**src/rtl/mips_pkg.sv**
```systemverilog
// mips_pkg: shared opcodes, function codes, ALU ops, FSM states and instruction decode
package mips_pkg;

    typedef enum logic [2:0] {
        S_FETCH  = 3'd0,
        S_DECODE = 3'd1,
        S_EXEC   = 3'd2,
        S_MEM    = 3'd3,
        S_WB     = 3'd4,
        S_HALT   = 3'd5
    } state_e;

    typedef enum logic [2:0] {
        ALU_ADD,
        ALU_SUB,
        ALU_AND,
        ALU_OR,
        ALU_SLT
    } alu_op_e;

    typedef enum logic [3:0] {
        I_ADD, I_SUB, I_AND, I_OR, I_SLT,
        I_LW, I_SW, I_BEQ, I_ADDI, I_J, I_BAD
    } instr_e;

    localparam logic [5:0] OP_RTYPE = 6'h00;
    localparam logic [5:0] OP_J     = 6'h02;
    localparam logic [5:0] OP_BEQ   = 6'h04;
    localparam logic [5:0] OP_ADDI  = 6'h08;
    localparam logic [5:0] OP_LW    = 6'h23;
    localparam logic [5:0] OP_SW    = 6'h2B;

    localparam logic [5:0] FN_ADD = 6'h20;
    localparam logic [5:0] FN_SUB = 6'h22;
    localparam logic [5:0] FN_AND = 6'h24;
    localparam logic [5:0] FN_OR  = 6'h25;
    localparam logic [5:0] FN_SLT = 6'h2A;

    // Anything not explicitly recognised decodes to I_BAD so the core halts on it.
    function automatic instr_e decode(input logic [31:0] ir);
        instr_e r;
        r = I_BAD;
        case (ir[31:26])
            OP_RTYPE: begin
                case (ir[5:0])
                    FN_ADD:  r = I_ADD;
                    FN_SUB:  r = I_SUB;
                    FN_AND:  r = I_AND;
                    FN_OR:   r = I_OR;
                    FN_SLT:  r = I_SLT;
                    default: r = I_BAD;
                endcase
            end
            OP_J:    r = I_J;
            OP_BEQ:  r = I_BEQ;
            OP_ADDI: r = I_ADDI;
            OP_LW:   r = I_LW;
            OP_SW:   r = I_SW;
            default: r = I_BAD;
        endcase
        return r;
    endfunction

    // Address computation for lw/sw/addi reuses the adder.
    function automatic alu_op_e alu_sel(input instr_e i);
        alu_op_e r;
        r = ALU_ADD;
        case (i)
            I_SUB:   r = ALU_SUB;
            I_AND:   r = ALU_AND;
            I_OR:    r = ALU_OR;
            I_SLT:   r = ALU_SLT;
            default: r = ALU_ADD;
        endcase
        return r;
    endfunction

endpackage

```
**src/rtl/mips_multicycle_cpu_if.sv**
```systemverilog
// mips_multicycle_cpu_if: single shared instruction/data memory bus with req/ready handshake
interface mips_multicycle_cpu_if #(
    parameter int XLEN = 32
);
    logic            mem_req;
    logic            mem_we;
    logic [XLEN-1:0] mem_addr;
    logic [XLEN-1:0] mem_wdata;
    logic [XLEN-1:0] mem_rdata;
    logic            mem_ready;

    modport master (
        output mem_req, mem_we, mem_addr, mem_wdata,
        input  mem_rdata, mem_ready
    );

    modport slave (
        input  mem_req, mem_we, mem_addr, mem_wdata,
        output mem_rdata, mem_ready
    );
endinterface

```
**src/rtl/mc_alu.sv**
```systemverilog
// mc_alu: combinational ALU, wrapping arithmetic and signed set-less-than
module mc_alu
    import mips_pkg::*;
#(
    parameter int XLEN = 32
) (
    input  alu_op_e         op,
    input  logic [XLEN-1:0] a,
    input  logic [XLEN-1:0] b,
    output logic [XLEN-1:0] y
);

    // Select the result for the requested operation.
    always_comb begin
        y = a + b;
        case (op)
            ALU_SUB: y = a - b;
            ALU_AND: y = a & b;
            ALU_OR:  y = a | b;
            ALU_SLT: y = {{(XLEN-1){1'b0}}, $signed(a) < $signed(b)};
            default: y = a + b;
        endcase
    end

endmodule

```
**src/rtl/mips_multicycle_cpu.sv**
```systemverilog
// mips_multicycle_cpu: multicycle MIPS subset core sharing one memory port for fetch and data
module mips_multicycle_cpu
    import mips_pkg::*;
#(
    parameter int              XLEN     = 32,
    parameter int              NREG     = 32,
    parameter logic [XLEN-1:0] RESET_PC = '0
) (
    input  logic                         clk,
    input  logic                         rst_n,
    mips_multicycle_cpu_if.master        mem,
    output logic [XLEN-1:0]              dbg_pc,
    output logic [31:0]                  dbg_instr,
    output logic [2:0]                   dbg_state,
    output logic                         halted
);

    localparam int RW = $clog2(NREG);

    state_e          state_q, state_d;
    logic [XLEN-1:0] pc_q, pc_d;
    logic [31:0]     ir_q, ir_d;
    logic [XLEN-1:0] a_q, a_d, b_q, b_d;
    logic [XLEN-1:0] imm_q, imm_d, tgt_q, tgt_d;
    logic [XLEN-1:0] alu_q, alu_d, mdr_q, mdr_d;
    logic [XLEN-1:0] rf_q [NREG];

    logic            rf_we;
    logic [RW-1:0]   rf_wa;
    logic [XLEN-1:0] rf_wd;
    logic [RW-1:0]   rs, rt, rd;
    instr_e          ins;
    alu_op_e         alu_op;
    logic            is_r;
    logic [XLEN-1:0] alu_y;
    logic            acc_done;

    assign ins    = decode(ir_q);
    assign alu_op = alu_sel(ins);
    assign is_r   = ins inside {I_ADD, I_SUB, I_AND, I_OR, I_SLT};
    assign rs     = ir_q[21 +: RW];
    assign rt     = ir_q[16 +: RW];
    assign rd     = ir_q[11 +: RW];

    mc_alu #(.XLEN(XLEN)) u_alu (
        .op (alu_op),
        .a  (a_q),
        .b  (is_r ? b_q : imm_q),
        .y  (alu_y)
    );

    // Request is gated by rst_n so reset drops it at once even though reset parks the FSM in FETCH.
    assign mem.mem_req   = rst_n && (state_q == S_FETCH || state_q == S_MEM);
    assign mem.mem_we    = state_q == S_MEM && ins == I_SW;
    assign mem.mem_addr  = state_q == S_MEM ? {alu_q[XLEN-1:2], 2'b00} : pc_q;
    assign mem.mem_wdata = b_q;
    assign acc_done      = mem.mem_req && mem.mem_ready;

    assign dbg_pc    = pc_q;
    assign dbg_instr = ir_q;
    assign dbg_state = state_q;
    assign halted    = state_q == S_HALT;

    // Next-state and datapath updates for each FSM phase.
    always_comb begin
        state_d = state_q;
        pc_d    = pc_q;
        ir_d    = ir_q;
        a_d     = a_q;
        b_d     = b_q;
        imm_d   = imm_q;
        tgt_d   = tgt_q;
        alu_d   = alu_q;
        mdr_d   = mdr_q;
        rf_we   = 1'b0;
        rf_wa   = is_r ? rd : rt;
        rf_wd   = ins == I_LW ? mdr_q : alu_q;
        case (state_q)
            S_FETCH: begin
                if (acc_done) begin
                    ir_d    = mem.mem_rdata;
                    pc_d    = pc_q + XLEN'(4);
                    state_d = S_DECODE;
                end
            end
            S_DECODE: begin
                a_d     = rs == '0 ? {XLEN{1'b0}} : rf_q[rs];
                b_d     = rt == '0 ? {XLEN{1'b0}} : rf_q[rt];
                imm_d   = {{(XLEN-16){ir_q[15]}}, ir_q[15:0]};
                tgt_d   = pc_q + {imm_d[XLEN-3:0], 2'b00};
                state_d = ins == I_BAD ? S_HALT : S_EXEC;
            end
            S_EXEC: begin
                alu_d = alu_y;
                if (ins == I_BEQ && a_q == b_q)
                    pc_d = tgt_q;
                if (ins == I_J)
                    pc_d = {pc_q[XLEN-1:28], ir_q[25:0], 2'b00};
                state_d = ins inside {I_BEQ, I_J} ? S_FETCH :
                          ins inside {I_LW, I_SW} ? S_MEM : S_WB;
            end
            S_MEM: begin
                if (acc_done) begin
                    mdr_d   = mem.mem_rdata;
                    state_d = ins == I_LW ? S_WB : S_FETCH;
                end
            end
            S_WB: begin
                rf_we   = rf_wa != '0;
                state_d = S_FETCH;
            end
            default: state_d = S_HALT;
        endcase
    end

    // FSM and datapath registers with asynchronous reset.
    always_ff @(posedge clk or negedge rst_n) begin
        if (!rst_n) begin
            state_q <= S_FETCH;
            pc_q    <= RESET_PC;
            ir_q    <= '0;
            a_q     <= '0;
            b_q     <= '0;
            imm_q   <= '0;
            tgt_q   <= '0;
            alu_q   <= '0;
            mdr_q   <= '0;
        end else begin
            state_q <= state_d;
            pc_q    <= pc_d;
            ir_q    <= ir_d;
            a_q     <= a_d;
            b_q     <= b_d;
            imm_q   <= imm_d;
            tgt_q   <= tgt_d;
            alu_q   <= alu_d;
            mdr_q   <= mdr_d;
        end
    end

    // Register file write port; register 0 is never written.
    always_ff @(posedge clk or negedge rst_n) begin
        if (!rst_n) begin
            for (int i = 0; i < NREG; i++)
                rf_q[i] <= '0;
        end else if (rf_we) begin
            rf_q[rf_wa] <= rf_wd;
        end
    end

endmodule
```
**src/flat_wrapper.sv**
```systemverilog
// flat-port wrapper written by rule: the top's interface ports become plain ports
module mips_multicycle_cpu_flat import mips_pkg::*;
#(
    parameter int              XLEN     = 32,
    parameter int              NREG     = 32,
    parameter logic [XLEN-1:0] RESET_PC = '0
)
  (clk, rst_n, dbg_pc, dbg_instr, dbg_state, halted, mem_mem_req, mem_mem_we, mem_mem_addr, mem_mem_wdata, mem_mem_rdata, mem_mem_ready);
  mips_multicycle_cpu_if #(.XLEN(XLEN)) mem_i ();
  input  logic clk;
  input  logic rst_n;
  output logic [XLEN-1:0] dbg_pc;
  output logic [31:0] dbg_instr;
  output logic [2:0] dbg_state;
  output logic halted;
  output wire logic [$bits(mem_i.mem_req)-1:0] mem_mem_req;
  output wire logic [$bits(mem_i.mem_we)-1:0] mem_mem_we;
  output wire logic [$bits(mem_i.mem_addr)-1:0] mem_mem_addr;
  output wire logic [$bits(mem_i.mem_wdata)-1:0] mem_mem_wdata;
  input wire logic [$bits(mem_i.mem_rdata)-1:0] mem_mem_rdata;
  input wire logic [$bits(mem_i.mem_ready)-1:0] mem_mem_ready;
  assign mem_mem_req = mem_i.mem_req;
  assign mem_mem_we = mem_i.mem_we;
  assign mem_mem_addr = mem_i.mem_addr;
  assign mem_mem_wdata = mem_i.mem_wdata;
  assign mem_i.mem_rdata = mem_mem_rdata;
  assign mem_i.mem_ready = mem_mem_ready;
  mips_multicycle_cpu #(.XLEN(XLEN), .NREG(NREG), .RESET_PC(RESET_PC)) u_core (.clk(clk), .rst_n(rst_n), .mem(mem_i), .dbg_pc(dbg_pc), .dbg_instr(dbg_instr), .dbg_state(dbg_state), .halted(halted));
endmodule
```
**config.mk**
```make
export PLATFORM = sky130hd
export DESIGN_NAME = mips_multicycle_cpu_flat
export DESIGN_NICKNAME = d
export VERILOG_FILES = /design/src/rtl/mips_pkg.sv /design/src/rtl/mips_multicycle_cpu_if.sv /design/src/rtl/mc_alu.sv /design/src/rtl/mips_multicycle_cpu.sv /design/src/flat_wrapper.sv
export SDC_FILE = /design/constraint.sdc
export NUM_CORES = 2
export LEC_CHECK = 0
export CAP_MARGIN = 40
export CORE_MARGIN = 3
export CORE_UTILIZATION = 50
export DETAILED_ROUTE_END_ITERATION = 8
export PLACE_DENSITY_LB_ADDON = 0.15
export SETUP_SLACK_MARGIN = 0.4
export SLEW_MARGIN = 10
export SYNTH_ARGS = -nofsm -noshare
export SYNTH_HDL_FRONTEND = slang
export SYNTH_SLANG_ARGS = --single-unit
```
**constraint.sdc**
```tcl
create_clock -name clk -period 4.35 [get_ports clk]
set_input_delay 0.6525 -clock clk [delete_from_list [all_inputs] [get_ports clk]]
set_output_delay 0.6525 -clock clk [all_outputs]
set_load 0.1 [all_outputs]
```
==> images/port_nets.png <==
Bar = 100 µm.
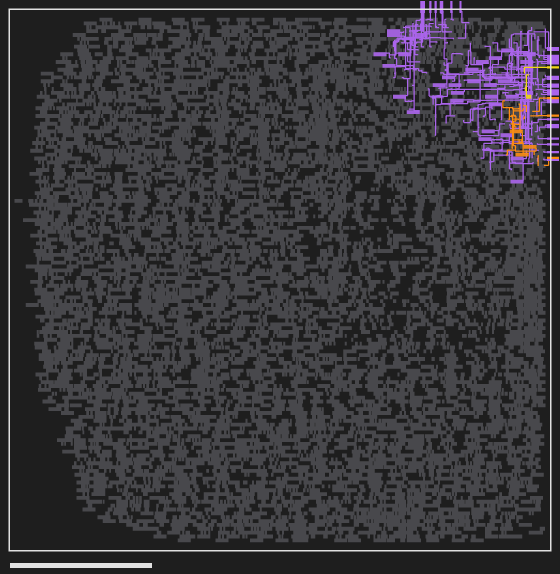
Key: yellow = mem_mem_ready [direction input, edge east, end cells 2, wire 39.1 µm]; purple = dbg_pc [direction output, edge 23 east, 9 north, end cells 32, wire 3230 µm]; orange = dbg_state [direction output, edge east, end cells 3, wire 275 µm]

==> images/metal_stack.png <==
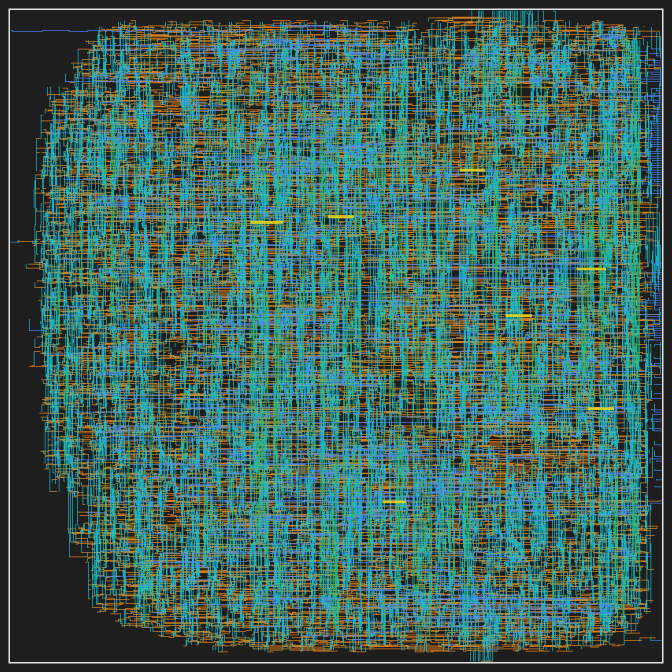
Key: cyan = met2 [wire length 119 mm]; blue = met3 [wire length 24.0 mm]; orange = met1 [wire length 109 mm]; yellow = met5 [wire length 99.4 µm]; green = met4 [wire length 14500 µm]

==> impl_metrics.py <==
# Flow results
metrics = {
    "power_and_ir_drop": {
        "powerDensity_nw_per_um2": 724,
        "power.leakage_nw": 35.8,
    },
    "placement": {
        "dp.final_hpwl_um": 172000,
        "dp.cells": 9108,
        "place.gp.congestion": 0.977,
        "place_area_um2": 77900,
    },
    "die": {
        "die_h_um": 381,
        "io_pins": 169,
        "core_um2": 139000,
        "rows": 136,
        "dieArea_um2": 145000,
    },
    "grt": {
        "grt_pass1_vias": 59100,
        "antenna_found_initial": 11,
        "grt_usage_pct": 36.1,
        "grt_pass1_wl_um": 394000,
        "gr-total-overflow": 0,
    },
    "drt": {
        "drt.antenna.violating_nets": 0,
        "drt_iter0_drc": 6258,
        "drc": 0,
        "vias": 60800,
        "drtPass1Iterations": 6,
        "routedWlPerCell_um": 28.3,
    },
    "worst_setup_path": {
        "cpPeakStageDelay_ps": 590,
        "worstPathArrival_ps": 4870,
        "crit_fanout": 8,
        "crit_path_end_kind": "flop",
        "startpoint_type": "flop",
        "cp_data_required_time_ps": 4990,
        "critical_path_class": "flop to flop",
    },
    "final_layout": {
        "lay_top_count": "dfrtp_1",
        "stdcell_area_um2": 83900,
        "fin_nets": 7609,
        "mostFrequentLayoutCells": "dfrtp_1, a21oi_1, nand2_1",
        "area_growth_pct": 19.5,
        "drive_gt1_share_pct": 19.7,
    },
    "flow_run": {
        "cap_violations": 0,
    },
    "clock_tree": {
        "cts-root-buf": "clkbuf_16",
        "cts_buffers": 143,
        "clockBufferDepth": 3,
        "clk_pin_slew_ps": 60,
        "cts_tree": "built",
        "clock-sinks": 1267,
    },
    "sta": {
        "max-slew-margin-rel_pct": 32.7,
        "slew_violations": 0,
        "fin_crit_sh_pct": 97.1,
        "rsz0062_at_grt": "yes",
        "fin_crit_ps": 4220,
        "skew_ps": 35.8,
    },
    "yosys": {
        "top_cells_by_area": "dfrtp_1, mux4_2, a21oi_1",
        "edf_count": 0,
        "syn_nets": 7446,
        "syn_inst": 7281,
        "synth_warnings": 0,
        "post-synth-top-area-cell": "dfrtp_1",
        "avgSynthCellArea_um2": 9.64,
        "yosys_cells": 7281,
        "yosysTopAreaCellShare_pct": 45.2,
        "ff_type": "dfrtp_1",
        "synth_cell_types": 93,
    },
    "min_path": {
        "hold_path.class": "flop to flop",
    },
    "run_status": {
        "status": "finished, final reports clean",
    },
}
==> images/final_placement.png <==
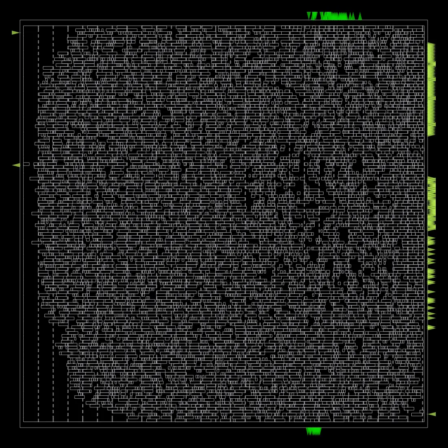
sequential cell area share: 37.8%
TAP cells: 1863
Util after Layout: 60.6%
Non-Filler Instances: 9425
Fill cells: 11700

[through the flow]
stage          setup TNS (ps)  power, mW  setup WS [ps]
2_1_floorplan           -2370       34.8           -286
3_3_place_gp             -194       45.1          -97.3
3_5_place_dp             -152       46.5          -88.8
4_1_cts                     0       59.7            159
5_1_grt                 -25.6       63.3          -25.6
6_report                    0       60.8            127
[worst paths after layout]
kind | startpoint | to | slack, ps | cells after the start
max in group asynchronous | rst_n | u_core.rf_q[333] | 1970 | 4
min | u_core.rf_q[1002] | u_core.rf_q[1002] | 400 | 0
min reg2reg | u_core.rf_q[1002] | u_core.rf_q[1002] | 400 | 0
min in group asynchronous | rst_n | u_core.rf_q[379] | 440 | 2
max reg2reg | u_core.dbg_instr[29] | u_core.alu_q[21] | 130 | 15
max | u_core.dbg_instr[29] | u_core.alu_q[21] | 130 | 15
[cell usage after synthesis (all sizes together) (41+ instances only)]
cell,number
dfrtp,1267
o221ai,136
nand3,46
a21oi,925
mux4,262
inv,113
mux2i,419
mux2,197
nand2,869
nor2,688
buf,227
a21o,41
o22ai,167
clkbuf,444
ha,127
o21ai,833
nor3,89
xor2,44
[kinds of logic after synthesis]
kind of cell,Yosys count,share of synthesized area [%]
AND-OR/OR-AND,2306,18.6
XOR/XNOR,75,0.935
adder cells (fa/ha/maj),130,2.35
buffers and inverters,785,4.55
flip-flops,1267,45.2
multiplexers,878,17.5
AND/OR/NAND/NOR,1840,10.8
[worst reg2reg max path, cell delays in order (launching register included)]
cell      delay (ps)
dfrtp_4          480
nor4_4           290
and2_4           210
and2_4           210
buf_12           150
mux2_4           330
inv_4             70
ha_4             210
buf_12           140
or4_4            440
or4_4            590
a21oi_4          260
a221oi_2         110
a211o_1          300
a221oi_2         230
o21ai_1           80
[where the power goes]
| part | switching [mW] | internal [mW] |
|---|---|---|
| Combinational | 19.3 | 11.8 |
| Sequential | 2.86 | 14.1 |
| Clock | 5.29 | 7.48 |
| Total | 27.5 | 33.3 |
[sequential cells by signal (all words and copies together), names as in the netlist]
| register | flops |
|---|---|
| u_core.rf_q | 1024 |
| u_core.imm_q | 16 |
| u_core.dbg_pc | 32 |
| u_core.dbg_state | 3 |
| u_core.mdr_q | 32 |
| u_core.a_q | 32 |
| u_core.tgt_q | 32 |
| u_core.dbg_instr | 32 |
| u_core.mem.mem_wdata | 32 |
| u_core.alu_q | 32 |
[final cells by class]
cell class / instances / area (µm²) / share of cell area, %
sequential: 1267 / 31800 / 37.8
clock buffer: 208 / 4160 / 4.95
timing repair buffer: 689 / 7790 / 9.28
antenna: 1 / 2.50 / 0.00298
tap: 1863 / 2330 / 2.78
clock inverter: 54 / 800 / 0.953
multi-input combinational: 5229 / 36700 / 43.7
inverter: 114 / 440 / 0.525
[timing repair]
action                     4_1_cts  5_1_grt
setup endpoints to repair       23       58
hold buffers                     1        0
cloned                           0        1
setup buffers                   18       33
pin swaps                       28       38
resized                         51       69
hold endpoints to repair        55        0
[routing by layer]
layer | global-route usage [%] | part of all wire, % | vias up
li1 | - | - | 26500
met1 | 49.2 | 41 | 30600
met2 | 55.4 | 45 | 2968
met3 | 7.47 | 9.0 | 696
met4 | 17.5 | 5.5 | 14
met5 | 0 | 0.037 | -
No activity file was given, so power comes from the tool's default toggle rates.
